--- src/rtl/sram_ctrl_pkg.sv ---
// Shared types and widths for the SRAM port-0 controller slice.
package sram_ctrl_pkg;

  localparam int ADDR_W = 9;
  localparam int DATA_W = 32;
  localparam int MASK_W = 4;

  typedef enum logic [1:0] {
    IDLE  = 2'd0,
    ISSUE = 2'd1,
    WAIT  = 2'd2,
    ACK   = 2'd3
  } state_t;

  typedef enum logic {
    GRANT_WB = 1'b0,
    GRANT_LA = 1'b1
  } grant_t;

  // Reads drive an all-zero byte mask so the macro never sees stray write lanes.
  function automatic logic [MASK_W-1:0] issue_mask(input logic we,
                                                   input logic [MASK_W-1:0] mask);
    return we ? mask : '0;
  endfunction

endpackage

--- src/rtl/sram_rr_arb2.sv ---
// Two-requester round-robin arbiter: combinational grant, registered last winner.
module sram_rr_arb2
  import sram_ctrl_pkg::*;
(
  input  logic   clk,
  input  logic   rst,
  input  logic   en,
  input  logic   req_wb,
  input  logic   req_la,
  output logic   gnt_valid,
  output grant_t gnt
);

  grant_t last_grant;

  always_comb begin
    gnt_valid = en && (req_wb || req_la);
    if (req_wb && req_la)
      gnt = (last_grant == GRANT_WB) ? GRANT_LA : GRANT_WB;
    else if (req_la)
      gnt = GRANT_LA;
    else
      gnt = GRANT_WB;
  end

  always_ff @(posedge clk or posedge rst) begin
    if (rst)
      last_grant <= GRANT_LA;
    else if (gnt_valid)
      last_grant <= gnt;
  end

endmodule

--- src/rtl/sram_port0_arbiter.sv ---
// Shares SRAM RW port 0 between the Wishbone slave and the LA test port;
// all macro inputs come straight from flops.
module sram_port0_arbiter
  import sram_ctrl_pkg::*;
#(
  parameter logic [31:0] BASE_ADDR = 32'h3000_0000,
  parameter int unsigned READ_LAT  = 1
) (
  input  logic              wb_clk_i,
  input  logic              wb_rst_i,
  input  logic              wbs_cyc_i,
  input  logic              wbs_stb_i,
  input  logic              wbs_we_i,
  input  logic [MASK_W-1:0] wbs_sel_i,
  input  logic [31:0]       wbs_adr_i,
  input  logic [DATA_W-1:0] wbs_dat_i,
  output logic              wbs_ack_o,
  output logic [DATA_W-1:0] wbs_dat_o,
  input  logic              la_req_i,
  input  logic              la_we_i,
  input  logic [MASK_W-1:0] la_wmask_i,
  input  logic [ADDR_W-1:0] la_addr_i,
  input  logic [DATA_W-1:0] la_wdata_i,
  output logic              la_ack_o,
  output logic [DATA_W-1:0] la_rdata_o,
  output logic              sram_csb0,
  output logic              sram_web0,
  output logic [MASK_W-1:0] sram_wmask0,
  output logic [ADDR_W-1:0] sram_addr0,
  output logic [DATA_W-1:0] sram_din0,
  input  logic [DATA_W-1:0] sram_dout0
);

  localparam logic [1:0] LAST_CNT = 2'(READ_LAT - 1);

  state_t            state;
  grant_t            owner;
  logic              op_we;
  logic              live;
  logic [1:0]        lat_cnt;

  logic              wb_active;
  logic              in_window;
  logic              gnt_valid;
  grant_t            gnt;
  logic              owner_req;
  logic              sel_we;
  logic [ADDR_W-1:0] sel_addr;
  logic [DATA_W-1:0] sel_din;
  logic [MASK_W-1:0] sel_mask;
  logic              unused_adr_lsbs;

  assign wb_active       = wbs_cyc_i && wbs_stb_i;
  assign in_window       = (wbs_adr_i[31:11] == BASE_ADDR[31:11]);
  assign unused_adr_lsbs = &{1'b0, wbs_adr_i[1:0]};

  sram_rr_arb2 u_arb (
    .clk       (wb_clk_i),
    .rst       (wb_rst_i),
    .en        (state == IDLE),
    .req_wb    (wb_active && in_window),
    .req_la    (la_req_i),
    .gnt_valid (gnt_valid),
    .gnt       (gnt)
  );

  always_comb begin
    if (gnt == GRANT_WB) begin
      sel_we   = wbs_we_i;
      sel_addr = wbs_adr_i[10:2];
      sel_din  = wbs_dat_i;
      sel_mask = wbs_sel_i;
    end else begin
      sel_we   = la_we_i;
      sel_addr = la_addr_i;
      sel_din  = la_wdata_i;
      sel_mask = la_wmask_i;
    end
  end

  assign owner_req = (owner == GRANT_WB) ? wb_active : la_req_i;

  always_ff @(posedge wb_clk_i or posedge wb_rst_i) begin
    if (wb_rst_i) begin
      state       <= IDLE;
      owner       <= GRANT_LA;
      op_we       <= 1'b0;
      live        <= 1'b0;
      lat_cnt     <= '0;
      sram_csb0   <= 1'b1;
      sram_web0   <= 1'b1;
      sram_wmask0 <= '0;
      sram_addr0  <= '0;
      sram_din0   <= '0;
      wbs_ack_o   <= 1'b0;
      wbs_dat_o   <= '0;
      la_ack_o    <= 1'b0;
      la_rdata_o  <= '0;
    end else begin
      wbs_ack_o <= 1'b0;
      la_ack_o  <= 1'b0;
      wbs_dat_o <= '0;
      case (state)
        IDLE: begin
          if (gnt_valid) begin
            state       <= ISSUE;
            owner       <= gnt;
            op_we       <= sel_we;
            live        <= 1'b1;
            sram_csb0   <= 1'b0;
            sram_web0   <= ~sel_we;
            sram_addr0  <= sel_addr;
            sram_din0   <= sel_din;
            sram_wmask0 <= issue_mask(sel_we, sel_mask);
          end else if (wb_active && !in_window && !wbs_ack_o) begin
            // Out-of-window hit is answered directly; the guard keeps a
            // master still holding stb during this ack from being re-acked.
            wbs_ack_o <= 1'b1;
          end
        end
        ISSUE: begin
          sram_csb0 <= 1'b1;
          sram_web0 <= 1'b1;
          live      <= live && owner_req;
          lat_cnt   <= '0;
          if (op_we) begin
            state <= ACK;
            if (live && owner_req) begin
              if (owner == GRANT_WB) wbs_ack_o <= 1'b1;
              else                   la_ack_o  <= 1'b1;
            end
          end else begin
            state <= WAIT;
          end
        end
        WAIT: begin
          live <= live && owner_req;
          if (lat_cnt == LAST_CNT) begin
            state <= ACK;
            if (live && owner_req) begin
              if (owner == GRANT_WB) begin
                wbs_ack_o <= 1'b1;
                wbs_dat_o <= sram_dout0;
              end else begin
                la_ack_o   <= 1'b1;
                la_rdata_o <= sram_dout0;
              end
            end
          end else begin
            lat_cnt <= lat_cnt + 2'd1;
          end
        end
        ACK:     state <= IDLE;
        default: state <= IDLE;
      endcase
    end
  end

endmodule
--- config.mk ---
export PLATFORM = sky130hd
export DESIGN_NAME = sram_port0_arbiter
export DESIGN_NICKNAME = d
export VERILOG_FILES = /design/src/rtl/sram_ctrl_pkg.sv /design/src/rtl/sram_rr_arb2.sv /design/src/rtl/sram_port0_arbiter.sv
export SDC_FILE = /design/constraint.sdc
export NUM_CORES = 1
export LEC_CHECK = 0
export ABC_AREA = 1
export CAP_MARGIN = 15
export CELL_PAD_IN_SITES_DETAIL_PLACEMENT = 0
export CELL_PAD_IN_SITES_GLOBAL_PLACEMENT = 1
export CORE_UTILIZATION = 32
export CTS_CLUSTER_DIAMETER = 120
export CTS_CLUSTER_SIZE = 28
export DETAILED_ROUTE_END_ITERATION = 8
export HOLD_SLACK_MARGIN = 0.02
export PLACE_DENSITY = 0.86
export SLEW_MARGIN = 10
export SYNTH_ARGS = -nofsm -noshare
export SYNTH_HDL_FRONTEND = slang
export SYNTH_SLANG_ARGS = --single-unit
export TNS_END_PERCENT = 5
--- constraint.sdc ---
create_clock -name wb_clk_i -period 7.5 [get_ports wb_clk_i]
set_input_delay 1.125 -clock wb_clk_i [delete_from_list [all_inputs] [get_ports wb_clk_i]]
set_output_delay 1.125 -clock wb_clk_i [all_outputs]
set_load 0.02 [all_outputs]
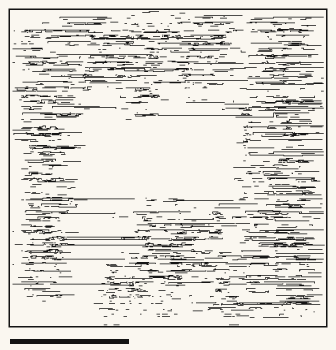
Fig. 1. Metal 1 (run 1).
Scale bar: 50 um.
main direction: horizontal
nets with wire on the layer: 801
longest straight run: 40.0 um
share of all routed wire: 44%
wire length on this layer: 6,710 um

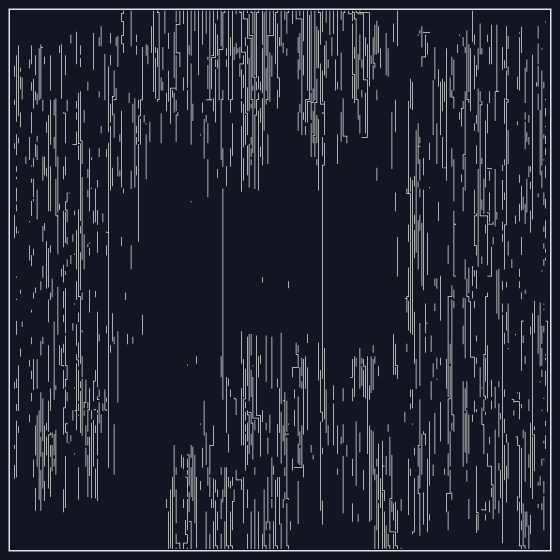
Fig. 2. Metal 2 (run 1).
main direction: vertical
share of all routed wire: 48%

==> Changelog: implementation, run 1 <==
## Implementation

- VDD IR max: 0.151 mV
- Deepest clock path buffer count: 2
- Power Dens Cells: 370 mW/mm^2
- Htree depth: 4
- RSZ-0062 raised after global routing: no
- Setup Viol. Count Final: 0
- DIE AREA: 0.0175 mm^2
- Slew @ Worst Pin: 965 ps
- Mux frac, synth: 0.0662
- Clk latency late pin: 410 ps
- Die H: 132 um
- Slowest cell on crit path: nand2_4
- Worst-path clk slew: 60 ps
- Minimum clock period: 3220 ps
- Slowest Stage Delay on Critical Path: 590 ps
- CTS sink count: 120
- Placed Cells: 965
- DRC viols: 0
- Vias post-DR: 4,618
- Clock skew: 8.39 ps
- Share of the synthesized area in the top cell type: 0.538
- CTS tree: done
- Ys async rst share: 1.00
- Fmax: 311 MHz
- Max-Slew Margin vs Limit: 0.357
- Average cell area after synthesis: 10.7 um^2
- Worst Path Arrival: 3510 ps
- Yosys warnings: 0
- Fin cells: 998
- First-pass GRT wire length: 24,700 um
- Commonest Layout Cell: clkdlybuf4s50_1
- Setup crit end kind: flip-flop
- # rows: 47
- Area growth from synthesis to layout: 59.6%
- I/O pins: 265
- Leak Pwr: 3.62 nW
- Placed Area: 0.00813 mm^2
- Layout clock buffer count: 19
- Place WS: 3780 ps
- N_diodes: 0
- Yosys adder share: 0.0115
- Floorplan Nets: 665
- CP Max Fanout: 51
- Post-synth top cells: 117 x dfrtp_1, 83 x nand2_1, 61 x nor2_1, 58 x a21oi_2
- Post-synth EDFFs: 0
- Buffers, non-clock: 267
- Drt first pass iters: 4
- GRT overflow: 0
- Initial antenna violation count: 0
- Commonest flop: dfrtp_1
- Resized cells post-CTS: 0
- Most frequent logic cells in the routed design: 262 x clkdlybuf4s50_1, 117 x dfrtp_1, 83 x nand2_1, 60 x nor2_1, 58 x a21oi_2
- Yosys stat chip area: 0.00544 mm^2
- Cells after Synth: 508
- Vias per cell: 4.63
- Share of cells above drive strength 1: 0.179
- Drt first-iter violations: 119
- CP Class: input port to flip-flop
- Post-synth seq share: 0.553
- Main area contributors: dfrtp_1 54%, a21oi_2 9.3%, mux2_2 6.6%
- Period utilisation layout: 0.429
- Hold Fails Final Rpt: 0
- Final instance area: 0.00868 mm^2
- Layout clock area frac: 0.0592
- Fin Setup TNS: 0 ps
- Xor+xnor area frac: 0
- Drt wl/cell: 15.3 um
- Synthesized area: 0.00544 mm^2
- FF/Latch Area: 0.00301 mm^2
- Max-cap violations: 0
- Top-count cell post-synth: dfrtp_1
- ANT nets after route: 0
- Non-clock inverter total of the final layout: 25
- Root buf cell: clkbuf_16
- Multi-input gates: 335
- Die X: 132 um
- Max Slew Vio Count: 0
- Fin nets: 923
- DP HPWL: 10,900 um
- NonClk Buf Share: 0.310
- Seq cells post-synth: 120
- Leading area contributor after synthesis: dfrtp_1
- Post-layout util: 0.524
- Synth cell types: 30
- Setup ws final: 4280 ps
- Vias in the first global route: 4,772
- Tool warnings: 31
- Startpoint Class: input port
- Status: completed
- Hold Path Class: flip-flop to flip-flop
- Final total power: 3.22 mW
- Core area: 0.0166 mm^2
- # Cells Yosys: 508
- Tap cells: 220
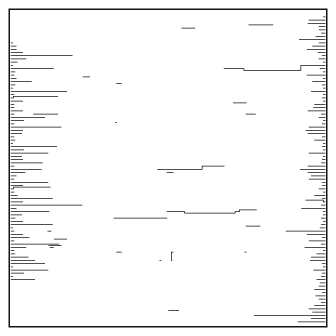
Fig. 3. Metal 3 (run 1).
wire length on this layer: 1,100 um
main direction: horizontal
nets with wire on the layer: 179
longest straight run: 29.7 um

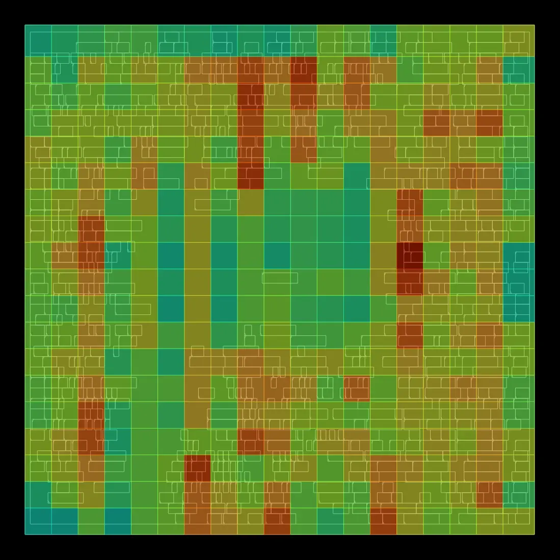
Fig. 4. Routing congestion map (run 1).
gr busiest metal: met2
GRT met3 Usage: 0.0507
routing usage on met1: 0.222
met2 usage: 0.301

run 1: critical path, delay by kind of cell:
family,cells,cell delay (ps)
and+or+nand+nor,8,1230
buffers and inverters,3,1030
AOI/OAI and AO/OA,1,50
run 1: flip-flops by register name, indices dropped and copies added, names as in the netlist:
name	cells
wbs_dat_o	32
la_ack_o	1
la_rdata_o	32
lat_cnt	2
sram_din0	32
sram_addr0	9
owner	1
wbs_ack_o	1
state	2
sram_web0	1
sram_wmask0	4
live	1
op_we	1
sram_csb0	1
run 1: worst paths after layout:
check / from / end / slack, ps / cells past startpoint
setup reg to reg: state[0]$_DFFE_PP0P_ / sram_din0[7]$_DFFE_PP0P_ / 5020 / 6
min in group asynchronous: wb_rst_i / sram_addr0[0]$_DFFE_PP0P_ / 1120 / 2
hold reg to reg: sram_csb0$_DFFE_PP1P_ / sram_csb0$_DFFE_PP1P_ / 480 / 2
hold / removal: sram_csb0$_DFFE_PP1P_ / sram_csb0$_DFFE_PP1P_ / 480 / 2
setup / recovery: wbs_adr_i[23] / sram_din0[7]$_DFFE_PP0P_ / 4280 / 12
max in group asynchronous: wb_rst_i / wbs_dat_o[11]$_DFF_PP0_ / 5000 / 3
run 1: cells by family (layout without fill, tap and decap cells):
logic type	after synthesis	in the layout
flops	120	120
fa+ha+maj	5	5
mux	32	32
compound gates	94	94
buf+inv	53	323
simple gates	204	204
run 1: layer usage:
metal | routed length, um | global-route usage
met3 | 1100 | 0.0507
met4 | 210 | 0.0651
met1 | 6710 | 0.222
met5 | 0 | 0
met2 | 7280 | 0.301
run 1: power by group:
| part | leakage, nW | switching, mW | internal, mW |
|---|---|---|---|
| registers | 1.48 | 0.135 | 0.900 |
| clock network | 0.245 | 0.289 | 0.417 |
| logic | 1.89 | 0.773 | 0.702 |
| total | 3.62 | 1.20 | 2.02 |
## Run 2: what changed since run 1
--- a/config.mk
+++ b/config.mk
@@ -9,12 +9,12 @@
 export CAP_MARGIN = 15
 export CELL_PAD_IN_SITES_DETAIL_PLACEMENT = 0
 export CELL_PAD_IN_SITES_GLOBAL_PLACEMENT = 1
-export CORE_UTILIZATION = 32
+export CORE_UTILIZATION = 27
 export CTS_CLUSTER_DIAMETER = 120
 export CTS_CLUSTER_SIZE = 28
 export DETAILED_ROUTE_END_ITERATION = 8
 export HOLD_SLACK_MARGIN = 0.02
-export PLACE_DENSITY = 0.86
+export PLACE_DENSITY = 0.77
 export SLEW_MARGIN = 10
 export SYNTH_ARGS = -nofsm -noshare
 export SYNTH_HDL_FRONTEND = slang
==> constraint.sdc (replaced) <==
create_clock -name wb_clk_i -period 2.7 [get_ports wb_clk_i]
set_input_delay 0.405 -clock wb_clk_i [delete_from_list [all_inputs] [get_ports wb_clk_i]]
set_output_delay 0.405 -clock wb_clk_i [all_outputs]
set_load 0.02 [all_outputs]
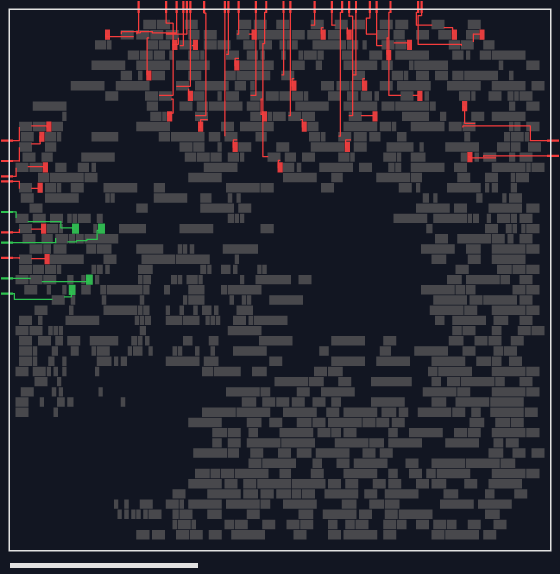
Fig. 5. I/O nets highlighted (run 2).
Scale bar: 50 um.
legend:
  la_wdata_i:
    colour: red
    direction: input
    end_cells: 32
    buffers: 32
    wire: 655 um
  la_wmask_i:
    colour: green
    direction: input
    end_cells: 4
    buffers: 4
    wire: 75.5 um

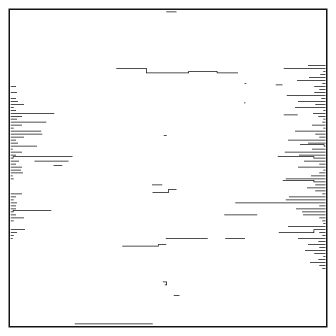
Fig. 6. Metal 3 (run 2).
wire length on this layer: 986 um
share of all routed wire: 6.1%
main direction: horizontal
longest straight run: 40.7 um
nets with wire on the layer: 122

==> Changelog: implementation, run 2 <==
## Implementation

- Commonest flop: dfrtp_1 (unchanged)
- Slowest cell on crit path: clkdlybuf4s50_1 (was nand2_4)
- Yosys adder share: 0.0115 (unchanged)
- Fin Setup TNS: 0 ps (unchanged)
- Post CTS Setup Buffer Count: 0 (unchanged)
- Die H: 144 um (was 132 um)
- I/O pins: 265 (unchanged)
- Status: completed (unchanged)
- Resized cells post-CTS: 0 (unchanged)
- Max-Slew Margin vs Limit: 0.722 (was 0.357)
- Share of cells above drive strength 1: 0.188 (was 0.179)
- Metal3 WL: 985 um (was 1100 um)
- Fin nets: 928 (was 923)
- Area growth from synthesis to layout: 63.5% (was 59.6%)
- Vias per cell: 4.32 (was 4.63)
- Post-layout util: 0.454 (was 0.524)
- Power Dens Cells: 1030 mW/mm^2 (was 370 mW/mm^2)
- Largest regs: la_rdata_o (32), sram_din0 (32), wbs_dat_o (32) (unchanged)
- RSZ-0062 raised after global routing: no (unchanged)
- Crit Reg-Reg Startpoint: state[0]$_DFFE_PP0P_ (unchanged)
- Worst Path Arrival: 1600 ps (was 3510 ps)
- R2R depth: 6 (unchanged)
- Setup crit end kind: output port (was flip-flop)
- Post-CTS Hold Fix Bufs: 0 (unchanged)
- Gr busiest metal: met2 (unchanged)
- Seq cells post-synth: 120 (unchanged)
- Drt first pass iters: 7 (was 4)
- Hold Path Class: input port to asynchronous set/reset pin (was flip-flop to flip-flop)
- GPL Wtd Cong: 0.743 (was 0.798)
- Root buf cell: clkbuf_16 (unchanged)
- Slowest Stage Delay on Critical Path: 660 ps (was 590 ps)
- Top-count cell post-synth: dfrtp_1 (unchanged)
- Yosys stat chip area: 0.00544 mm^2 (unchanged)
- Mux frac, synth: 0.0662 (unchanged)
- DP HPWL: 11,100 um (was 10,900 um)
- GRT overflow: 0 (unchanged)
- Htree depth: 4 (unchanged)
- Logic area: 0.00210 mm^2 (about the same)
- First-pass GRT wire length: 24,600 um (was 24,700 um)
- Clk latency late pin: 420 ps (was 410 ps)
- CTS sink count: 120 (unchanged)
- Post-synth EDFFs: 0 (unchanged)
- Drt first-iter violations: 188 (was 119)
- R2R Setup Slk: 880 ps (was 5020 ps)
- Simple Share, Synth: 0.178 (unchanged)
- Drt wl/cell: 15.3 um (about the same)
- Commonest Layout Cell: clkdlybuf4s50_1 (unchanged)
- Max Slew Vio Count: 0 (unchanged)
- Main area contributors: dfrtp_1 54%, a21oi_2 9.3%, mux2_2 6.6% (unchanged)
- Startpoint Class: flip-flop (was input port)
- Post-synth seq share: 0.553 (unchanged)
- Vias in the first global route: 4,545 (was 4,772)
- CP Max Fanout: 2 (was 51)
- DRC viols: 0 (unchanged)
- Xor+xnor area frac: 0 (unchanged)
- Initial antenna violation count: 0 (unchanged)
- Fmax: 498 MHz
- CP Class: flip-flop to output port (was input port to flip-flop)
- # Cells Yosys: 508 (unchanged)
- Met2 wire length: 8340 um (was 7280 um)
- Average cell area after synthesis: 10.7 um^2 (unchanged)
- Clock skew: 14.7 ps (was 8.39 ps)
- Max-cap violations: 0 (unchanged)
- Cells after Synth: 508 (unchanged)
- VDD IR max: 0.441 mV (was 0.151 mV)
- GRT met3 Usage: 0.0433 (was 0.0507)
- CTS tree: done (unchanged)
- Floorplan Nets: 665 (unchanged)
- Core area: 0.0196 mm^2 (was 0.0166 mm^2)
- DIE AREA: 0.0207 mm^2 (was 0.0175 mm^2)
- Die X: 144 um (was 132 um)
- FF/Latch Area: 0.00301 mm^2 (unchanged)
- Buf/Inv on CP: 1 (was 3)
- Deepest clock path buffer count: 2 (unchanged)
- ANT nets after route: 0 (unchanged)
- Cell family with most CP delay: buffers and inverters (was simple AND/OR/NAND/NOR gates)
- Hold Fails Final Rpt: 0 (unchanged)
- Routing usage on met1: 0.183 (was 0.222)
- Synthesized area: 0.00544 mm^2 (unchanged)
- Minimum clock period: 2010 ps
- Leak Pwr: 3.69 nW (was 3.62 nW)
- Tool warnings: 31 (unchanged)
- Reg-to-reg critical path endpoint: sram_addr0[5]$_DFFE_PP0P_ (was sram_din0[7]$_DFFE_PP0P_)
- Yosys warnings: 0 (unchanged)
- Max layer used: met4 (unchanged)
- Pin count of the biggest net entering global routing: 74 (was 79)
- Share of the synthesized area in the top cell type: 0.538 (unchanged)
- # rows: 51 (was 47)
- Ys async rst share: 1.00 (unchanged)
- Worst-path clk slew: 60 ps (about the same)
- Vias post-DR: 4,536 (was 4,618)
- Period utilisation layout: 0.744
- N_diodes: 0 (unchanged)
- Synth cell types: 30 (unchanged)
- Total Routed Length: 16,100 um (was 15,300 um)
- Metal-1 WL: 6540 um (was 6710 um)
- Most frequent logic cells in the routed design: 262 x clkdlybuf4s50_1, 117 x dfrtp_1, 83 x nand2_1, 60 x nor2_1, 58 x a21oi_2 (unchanged)
- Leading area contributor after synthesis: dfrtp_1 (unchanged)
- Setup Viol. Count Final: 0 (unchanged)
- Post-synth top cells: 117 x dfrtp_1, 83 x nand2_1, 61 x nor2_1, 58 x a21oi_2 (unchanged)
- Met2 usage: 0.278 (was 0.301)
run 2: cell counts after synthesis:
Identical to the previous run, type by type.
run 2: where the power goes:
group          switching (mW)  internal [mW]  total (mW)
combinational            2.16           1.94        4.10
clock                   0.935           1.30        2.24
sequential              0.351           2.50        2.85
total                    3.44           5.74        9.18
run 2: worst max path at each step:
stage / start / endpoint / slack, ps / cells past startpoint
final: sram_csb0$_DFFE_PP1P_ / sram_csb0 / 690 / 1
after global routing: wbs_adr_i[11] / sram_addr0[5]$_DFFE_PP0P_ / 620 / 10
after CTS: sram_web0$_DFFE_PP1P_ / sram_web0 / 670 / 1
after detailed placement: wbs_adr_i[21] / sram_addr0[6]$_DFFE_PP0P_ / 300 / 10
after global placement: wbs_adr_i[21] / sram_addr0[6]$_DFFE_PP0P_ / 340 / 10
after floorplan: wb_rst_i / la_ack_o$_DFF_PP0_ / 830 / 1
run 2: area by class of cell:
type	count	area share
Clock buffer	17	0.0478
Clock inverter	15	0.0174
Inverter	25	0.0115
Multi-Input combinational cell	335	0.236
Sequential cell	120	0.338
Tap cell	265	0.0373
Timing Repair Buffer	272	0.312
run 2: stage by stage:
stage	total power, mW	cell area [um^2]	setup WS [ps]	cells	hold slack (ps)
6_report	9.18	8900	692	1049	329
2_1_floorplan	5.09	5440	828	508	449
5_1_grt	9.75	8900	616	1049	320
3_5_place_dp	7.03	8320	299	1017	454
4_1_cts	9.33	8900	670	1049	319
3_3_place_gp	6.97	8320	337	1017	455
run 2: cell families after synthesis:
kind of cell / Yosys count
compound gates: 94
mux: 32
buf+inv: 53
flops: 120
simple gates: 204
fa+ha+maj: 5
## Run 3: what changed since run 2
--- a/config.mk
+++ b/config.mk
@@ -9,12 +9,12 @@
 export CAP_MARGIN = 15
 export CELL_PAD_IN_SITES_DETAIL_PLACEMENT = 0
 export CELL_PAD_IN_SITES_GLOBAL_PLACEMENT = 1
-export CORE_UTILIZATION = 27
+export CORE_UTILIZATION = 30
 export CTS_CLUSTER_DIAMETER = 120
 export CTS_CLUSTER_SIZE = 28
 export DETAILED_ROUTE_END_ITERATION = 8
 export HOLD_SLACK_MARGIN = 0.02
-export PLACE_DENSITY = 0.77
+export PLACE_DENSITY = 0.81
 export SLEW_MARGIN = 10
 export SYNTH_ARGS = -nofsm -noshare
 export SYNTH_HDL_FRONTEND = slang
==> constraint.sdc (replaced) <==
create_clock -name wb_clk_i -period 2 [get_ports wb_clk_i]
set_input_delay 0.3 -clock wb_clk_i [delete_from_list [all_inputs] [get_ports wb_clk_i]]
set_output_delay 0.3 -clock wb_clk_i [all_outputs]
set_load 0.02 [all_outputs]
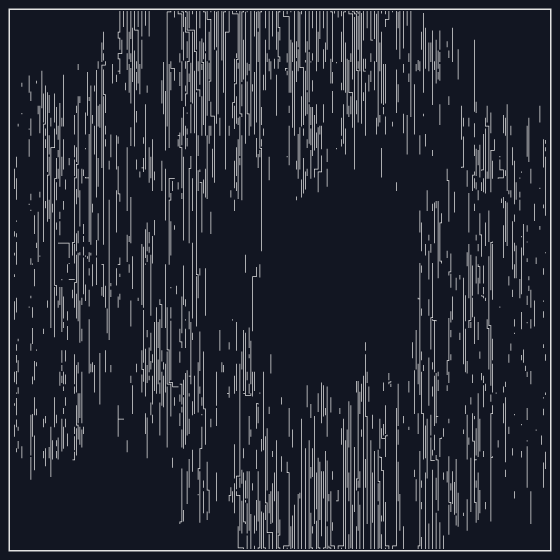
Fig. 7. Metal 2 (run 3).
longest straight run: 46.1 um
main direction: vertical
wire length on this layer: 7,800 um
nets with wire on the layer: 794
share of all routed wire: 50%

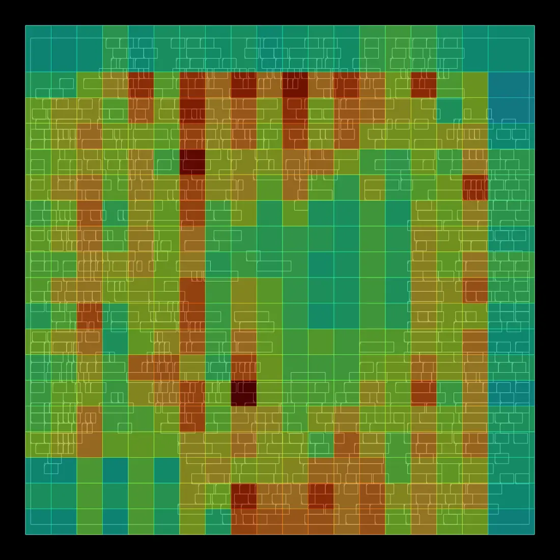
Fig. 8. Routing congestion map (run 3).
routing usage on met1: 0.197
drt wl/cell: 15.2 um
post-layout util: 0.515
met2 usage: 0.292

==> Changelog: implementation, run 3 <==
## Implementation

- Slew @ Worst Pin: 379 ps (was 417 ps)
- Ys async rst share: 1.00 (unchanged)
- GRT overflow: 0 (unchanged)
- Vias in the first global route: 4,845 (was 4,545)
- RSZ-0062 raised after global routing: no (unchanged)
- Main area contributors: dfrtp_1 54%, a21oi_2 9.3%, mux2_2 6.6% (unchanged)
- DRC viols: 0 (unchanged)
- Max Slew Vio Count: 0 (unchanged)
- Yosys stat chip area: 0.00544 mm^2 (unchanged)
- FP Core Util: 0.311 (was 0.278)
- Placed Area: 0.00842 mm^2 (was 0.00832 mm^2)
- Largest regs: la_rdata_o (32), sram_din0 (32), wbs_dat_o (32) (unchanged)
- Commonest Layout Cell: clkdlybuf4s50_1 (unchanged)
- Max-cap violations: 0 (unchanged)
- Fin Setup TNS: 0 ps (unchanged)
- Area growth from synthesis to layout: 65.4% (was 63.5%)
- Post CTS Setup Buffer Count: 0 (unchanged)
- Synth cell types: 30 (unchanged)
- Initial antenna violation count: 0 (unchanged)
- CP Class: flip-flop to output port (unchanged)
- Pin count of the biggest net entering global routing: 72 (was 74)
- Worst-path clk slew: 60 ps (about the same)
- Commonest flop: dfrtp_1 (unchanged)
- Vias post-DR: 4,704 (was 4,536)
- Max-Slew Margin vs Limit: 0.747 (was 0.722)
- Logic area: 0.00210 mm^2 (unchanged)
- CTS tree: done (unchanged)
- R2R Setup Slk: 240 ps (was 880 ps)
- Setup crit end kind: output port (unchanged)
- Deepest clock path buffer count: 2 (unchanged)
- Worst Path Arrival: 1580 ps (was 1600 ps)
- Share of the synthesized area in the top cell type: 0.538 (unchanged)
- Total Routed Length: 15,500 um (was 16,100 um)
- Buf/Inv on CP: 1 (unchanged)
- CTS Buf Count: 17 (unchanged)
- Crit Reg-Reg Startpoint: state[0]$_DFFE_PP0P_ (unchanged)
- FILL cells: 1,524 (was 1,913)
- Post-CTS Hold Fix Bufs: 0 (unchanged)
- I/O pins: 265 (unchanged)
- DIE AREA: 0.0187 mm^2 (was 0.0207 mm^2)
- Final total power: 12.5 mW (was 9.18 mW)
- # rows: 48 (was 51)
- Floorplan Nets: 665 (unchanged)
- Root buf cell: clkbuf_16 (unchanged)
- Hold slack: 339 ps (was 329 ps)
- Clk latency late pin: 410 ps (was 420 ps)
- # Cells Yosys: 508 (unchanged)
- Fmax: 533 MHz
- CP Max Fanout: 2 (unchanged)
- Tool warnings: 31 (unchanged)
- Fin nets: 939 (was 928)
- N_diodes: 0 (unchanged)
- Synthesized area: 0.00544 mm^2 (unchanged)
- Clock skew: 10.3 ps (was 14.7 ps)
- Post-synth top cells: 117 x dfrtp_1, 83 x nand2_1, 61 x nor2_1, 58 x a21oi_2 (unchanged)
- Hold Fails Final Rpt: 0 (unchanged)
- Minimum clock period: 1880 ps
- DP HPWL: 11,700 um (was 11,100 um)
- CP Launch Point: sram_web0$_DFFE_PP1P_ (was sram_csb0$_DFFE_PP1P_)
- Status: completed (unchanged)
- Seq cells post-synth: 120 (unchanged)
- Yosys warnings: 0 (unchanged)
- Placed Cells: 988 (was 1,017)
- Top-count cell post-synth: dfrtp_1 (unchanged)
- Setup Viol. Count Final: 0 (unchanged)
- GRT Total Usage: 0.170 (was 0.158)
- Post-synth seq share: 0.553 (unchanged)
- Average cell area after synthesis: 10.7 um^2 (unchanged)
- Drt first-iter violations: 175 (was 188)
- Cell family with most CP delay: buffers and inverters (unchanged)
- Htree depth: 4 (unchanged)
- Leading area contributor after synthesis: dfrtp_1 (unchanged)
- # port buffers: 262 (unchanged)
- Core area: 0.0175 mm^2 (was 0.0196 mm^2)
- Final instance area: 0.00900 mm^2 (was 0.00890 mm^2)
- Reg-to-reg critical path endpoint: lat_cnt[1]$_DFFE_PP0P_ (was sram_addr0[5]$_DFFE_PP0P_)
- Most frequent logic cells in the routed design: 262 x clkdlybuf4s50_1, 117 x dfrtp_1, 83 x nand2_1, 60 x nor2_1, 58 x a21oi_2 (unchanged)
- Period utilisation layout: 0.938
- Place WS: -21.0 ps (was 299 ps)
- Power Dens Cells: 1390 mW/mm^2 (was 1030 mW/mm^2)
- VDD IR max: 0.691 mV (was 0.441 mV)
- Vias per cell: 4.61 (was 4.32)
- Startpoint Class: flip-flop (unchanged)
- First-pass GRT wire length: 24,400 um (was 24,600 um)
- FF/Latch Area: 0.00301 mm^2 (unchanged)
- Leak Pwr: 3.76 nW (was 3.69 nW)
- Setup ws final: 124 ps (was 692 ps)
- R2R depth: 6 (unchanged)
- Cells after Synth: 508 (unchanged)
- Hold Path Class: input port to asynchronous set/reset pin (unchanged)
- GPL Wtd Cong: 0.816 (was 0.743)
- ANT nets after route: 0 (unchanged)
- Crit path cell chain: clkdlybuf4s50_1 (unchanged)
- Slowest Stage Delay on Critical Path: 640 ps (was 660 ps)
- Worst EP required: 1700 ps (was 2300 ps)
- Share of cells above drive strength 1: 0.199 (was 0.188)
- Slowest cell on crit path: clkdlybuf4s50_1 (unchanged)
- CTS sink count: 120 (unchanged)
- Die H: 137 um (was 144 um)
- Resized cells post-CTS: 0 (unchanged)
- Die X: 137 um (was 144 um)
- Post-synth EDFFs: 0 (unchanged)
- Drt first pass iters: 5 (was 7)
- Fin cells: 1,020 (was 1,049)
run 3: worst max path at each step:
stage / to / slack [ps] / cells after the start
after global routing: sram_web0 / 80 / 1
after detailed placement: sram_din0[6]$_DFFE_PP0P_ / -20 / 10
after floorplan: la_ack_o$_DFF_PP0_ / 230 / 1
after global placement: sram_din0[6]$_DFFE_PP0P_ / 20 / 11
final: sram_web0 / 120 / 1
after CTS: sram_csb0 / 90 / 1
run 3: layout make-up:
cell class                 count  share of cell area
sequential                   120               0.334
timing repair buffer         283               0.326
multi-input combinational    335               0.234
clock buffer                  17              0.0473
tap                          225              0.0313
clock inverter                15              0.0167
inverter                      25              0.0114
run 3: logic make-up (layout without fill, tap and decap cells):
family / after synthesis / count (layout) / synth area share
compound gates: 94 / 94 / 0.129
fa+ha+maj: 5 / 5 / 0.0115
buf+inv: 53 / 340 / 0.0621
flops: 120 / 120 / 0.553
mux: 32 / 32 / 0.0662
simple gates: 204 / 204 / 0.178
run 3: per-layer routing:
| layer | vias to the layer above | part of all wire | track usage |
|---|---|---|---|
| met5 | - | 0 | 0 |
| met4 | 0 | 0.020 | 0.0630 |
| met3 | 21 | 0.077 | 0.0563 |
| met2 | 188 | 0.50 | 0.292 |
| met1 | 2254 | 0.40 | 0.197 |
| li1 | 2241 | - | - |
run 3: tightest hold or removal path, delay by kind of cell:
family / cells / cell delay (ps)
buffers and inverters: 3 / 840
run 3: power by group:
part / total, mW / internal, mW / leakage (nW) / switching [mW]
clock network: 2.95 / 1.66 / 0.276 / 1.29
logic: 5.67 / 2.75 / 2.01 / 2.92
registers: 3.88 / 3.37 / 1.48 / 0.511
Power and IR drop assume default switching activity.
